met1.png
Bar = 20 um. Cells faint in the background.
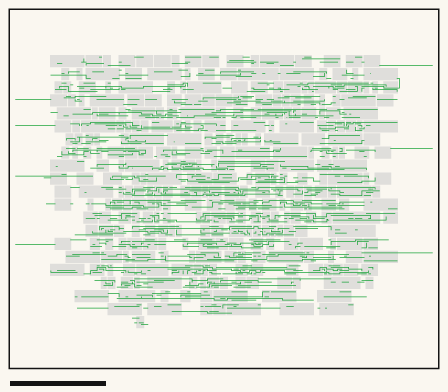
met2.png
Bar = 20 um. Cells faint in the background.
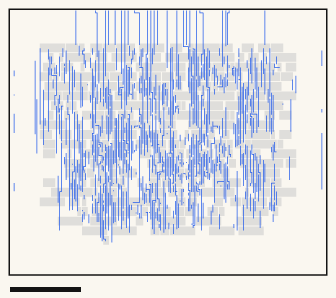
met3.png
Bar = 20 um. Cells faint in the background.
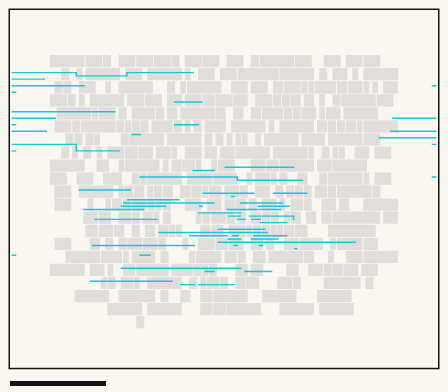
--- src/rtl/uart_tx_drain_pkg.sv ---
// uart_tx_drain_pkg: state encoding and UART timing defaults shared by the TX drain stage.
package uart_tx_drain_pkg;

    typedef enum logic [2:0] {
        IDLE    = 3'd0,
        WAIT_HI = 3'd1,
        WAIT_LO = 3'd2,
        BLIND   = 3'd3,
        GAP     = 3'd4
    } state_t;

    // 12 MHz / 115200 baud; a 10-bit frame is ten bit times
    localparam logic [15:0] UART_BIT_CYCLES   = 16'd104;
    localparam logic [15:0] UART_FRAME_CYCLES = 16'd1042;

endpackage

--- src/rtl/uart_tx_drain.sv ---
// uart_tx_drain: pops one FIFO byte per launch, strobes the UART, waits out its busy flag
// (or a blind frame time if busy never rises), then inserts a guard gap before the next byte.
module uart_tx_drain
    import uart_tx_drain_pkg::*;
#(
    parameter logic [15:0] GUARD        = UART_BIT_CYCLES,
    parameter logic [15:0] TIMEOUT      = 16'd16,
    parameter logic [15:0] FRAME_CYCLES = UART_FRAME_CYCLES
) (
    input  logic        CLK,
    input  logic        reset,
    input  logic        enable,
    input  logic        fifo_empty,
    input  logic [7:0]  fifo_data,
    output logic        fifo_read,
    output logic [7:0]  u_tx_byte,
    output logic        u_transmit,
    input  logic        u_is_transmitting,
    output logic        busy,
    output logic [15:0] sent_count,
    output logic        no_ack
);

    state_t      state, state_n;
    logic [15:0] cnt, cnt_n;
    logic        start, set_no_ack, cnt_zero;

    assign cnt_zero = cnt == 16'd0;
    assign busy     = state != IDLE;

    always_comb begin
        state_n    = state;
        cnt_n      = cnt;
        start      = 1'b0;
        set_no_ack = 1'b0;
        case (state)
            IDLE: begin
                start = enable & ~fifo_empty & ~u_is_transmitting;
                if (start) begin
                    state_n = WAIT_HI;
                    cnt_n   = TIMEOUT;
                end
            end
            WAIT_HI: begin
                if (u_is_transmitting) begin
                    state_n = WAIT_LO;
                    cnt_n   = FRAME_CYCLES;
                end else if (cnt_zero) begin
                    // UART never acknowledged: fall back to fixed frame timing
                    state_n    = BLIND;
                    cnt_n      = FRAME_CYCLES;
                    set_no_ack = 1'b1;
                end else begin
                    cnt_n = cnt - 16'd1;
                end
            end
            WAIT_LO: begin
                if (~u_is_transmitting || cnt_zero) begin
                    state_n = GAP;
                    cnt_n   = GUARD;
                end else begin
                    cnt_n = cnt - 16'd1;
                end
            end
            BLIND: begin
                state_n = cnt_zero ? GAP : BLIND;
                cnt_n   = cnt_zero ? GUARD : cnt - 16'd1;
            end
            GAP: begin
                state_n = cnt_zero ? IDLE : GAP;
                cnt_n   = cnt_zero ? cnt : cnt - 16'd1;
            end
            default: state_n = IDLE;
        endcase
    end

    always_ff @(posedge CLK) begin
        if (!reset) begin
            state      <= IDLE;
            cnt        <= '0;
            fifo_read  <= 1'b0;
            u_transmit <= 1'b0;
            u_tx_byte  <= '0;
            sent_count <= '0;
            no_ack     <= 1'b0;
        end else begin
            state      <= state_n;
            cnt        <= cnt_n;
            fifo_read  <= start;
            u_transmit <= start;
            if (start) begin
                u_tx_byte  <= fifo_data;
                sent_count <= sent_count + 16'd1;
            end
            if (set_no_ack)
                no_ack <= 1'b1;
        end
    end

endmodule

--- config.mk ---
export PLATFORM = sky130hd
export DESIGN_NAME = uart_tx_drain
export DESIGN_NICKNAME = d
export VERILOG_FILES = /design/src/rtl/uart_tx_drain_pkg.sv /design/src/rtl/uart_tx_drain.sv
export SDC_FILE = /design/constraint.sdc
export NUM_CORES = 1
export LEC_CHECK = 0
export CORE_ASPECT_RATIO = 0.8
export CORE_MARGIN = 8
export CORE_UTILIZATION = 60
export CTS_BUF_LIST = sky130_fd_sc_hd__clkbuf_4 sky130_fd_sc_hd__clkbuf_8
export DETAILED_ROUTE_END_ITERATION = 7
export PLACE_DENSITY = 0.93
export SYNTH_ARGS = -nofsm -noshare
export SYNTH_HDL_FRONTEND = slang
export SYNTH_SLANG_ARGS = --single-unit
--- constraint.sdc ---
create_clock -name CLK -period 3.2 [get_ports CLK]
set_input_delay 0.64 -clock CLK [delete_from_list [all_inputs] [get_ports CLK]]
set_output_delay 0.64 -clock CLK [all_outputs]
set_load 0.05 [all_outputs]
==> qor.yml <==
sta:
  max_freq_ghz: 0.3714
  setup_ws_ps: 507.1
  rsz0062_at_grt: "no"
  timing.final.crit_period_ps: 2693
  clock_skew_ps: 3.771
  maxSlewHeadroom_pct: 59.42
  hold_violations: 0
  holdWs_ps: 457.1
  setup_violations: 0
  finalClockPeriodUsage_pct: 84.15
synth:
  async_flop_share_pct: 0
  syn_avg_cell_area_um2: 8.415
  synth-edff-count: 0
  top_area_share_pct: 34.99
  netlist_instances: 306
  synth_area_um2: 2575
  yosys-stat-area_um2: 2575
  synthMuxAreaShare_pct: 0.3887
  ys_seq_elements: 45
  fa_ha_area_share_pct: 0.9718
  ys_seq_share_pct: 34.99
  area_leaders: "dfxtp_1, a21oi_1, xnor2_1"
  syn_nets: 321
  flop_cell: "dfxtp_1"
  logic_family: "simple AND/OR/NAND/NOR gates"
  yosys.area_share.aoi_pct: 22.59
  yosys.area_share.simple_pct: 29.49
pwr:
  leakage_uw: 0.001054
  power.total_uw: 2901
  switchingPower_uw: 1470
  power_frac_clock_pct: 12.5
  switching_share_pct: 50.67
  power.density_nw_per_um2: 938.6
  intPower_uw: 1431
  p_seq_share_pct: 28.0
  ir_worst_vdd_mv: 0.7806
  pg_clk_uw: 362
cells_and_area:
  sh_seq_area_pct: 29.15
  signal_buffers: 48
  syn2layout_area_growth_pct: 20.02
  layout.cells.most_common: "dfxtp_1"
  buf_share_pct: 14.90
  comb_area_share_pct: 49.64
  clkbuf_count: 5
  reg_top3: "cnt x16, sent_count x16, u_tx_byte x8"
  mostFrequentLayoutCells: "dfxtp_1, clkdlybuf4s50_1, nor2_1"
  ff_latch_area_um2: 900.9
  largest_cell_class: "combinational gates"
  fillers: 328
  final_cells: 400
critical_path:
  start_kind: "flop"
  path_buffers: 1
  cp-endpoint: "busy"
  worstRegToRegCells: 7
  required_ps: 2560
  slowest_delay_ps: 850
  cp.depth: 2
  worst_setup_path_end_kind: "output port"
  path_cells: "or3_1, clkdlybuf4s50_1"
  reg2reg_from: "cnt[0]$_SDFFE_PN0P_"
  startpoint: "state[0]$_SDFFE_PN0P_"
  worstPathMaxFanout: 14
min_path:
  holdPathStages: 2
  hp-class: "flop to flop"
  holdCritStartpoint: "u_tx_byte[4]$_SDFFE_PN0P_"
  min_to: "u_tx_byte[4]$_SDFFE_PN0P_"
routing:
  drc_errors: 0
  first_iter_violations: 334
  drt-vias-per-instance: 6.108
  dr_wl_met3_um: 539
  wl_met1_um: 2834
  top_layer: "met4"
  wire_per_inst_um: 16.57
  drt-total-wl_um: 6629
placed_design:
  gp_congestion: 0.9267
  portBuffers: 40
  dp_cells: 392
  dp_slack_ps: 587.5
clock_tree:
  cts-hold-fix-buffers: 0
  path_clk_slew_ps: 90
  cts_tree: "done"
  clock.latency.late_pin_ps: 300
  clockBufferDepth: 2
  cts-root-buf: "clkbuf_8"
  cts_sinks: 45
  cts_setup_buffers: 0
floorplan:
  io_pins: 41
  floorplan.rows: 21
  initial_utilization_pct: 62.03
grt:
  grt_first_pass_wirelength_um: 10860
  track_usage_pct: 20.99
  grt_antenna_before_repair: 0
  overflow: 0
  grtUsageMet3_pct: 4.967
  use_met2_pct: 32.90
job:
  warning_count: 26
  cap_viol_max_count: 0
outcome:
  outcome: "complete, no violations"
Back to the opening pictures, met1.png:
- main direction: horizontal
- longest straight run: 24.4 um
- wire length on this layer: 2830 um

Back to the opening pictures, met2.png:
- longest straight run: 30.3 um
- wire length on this layer: 3150 um
- share of all routed wire: 48%

Back to the opening pictures, met3.png:
- main direction: horizontal
- wire length on this layer: 540 um

Power and IR drop assume default switching activity.
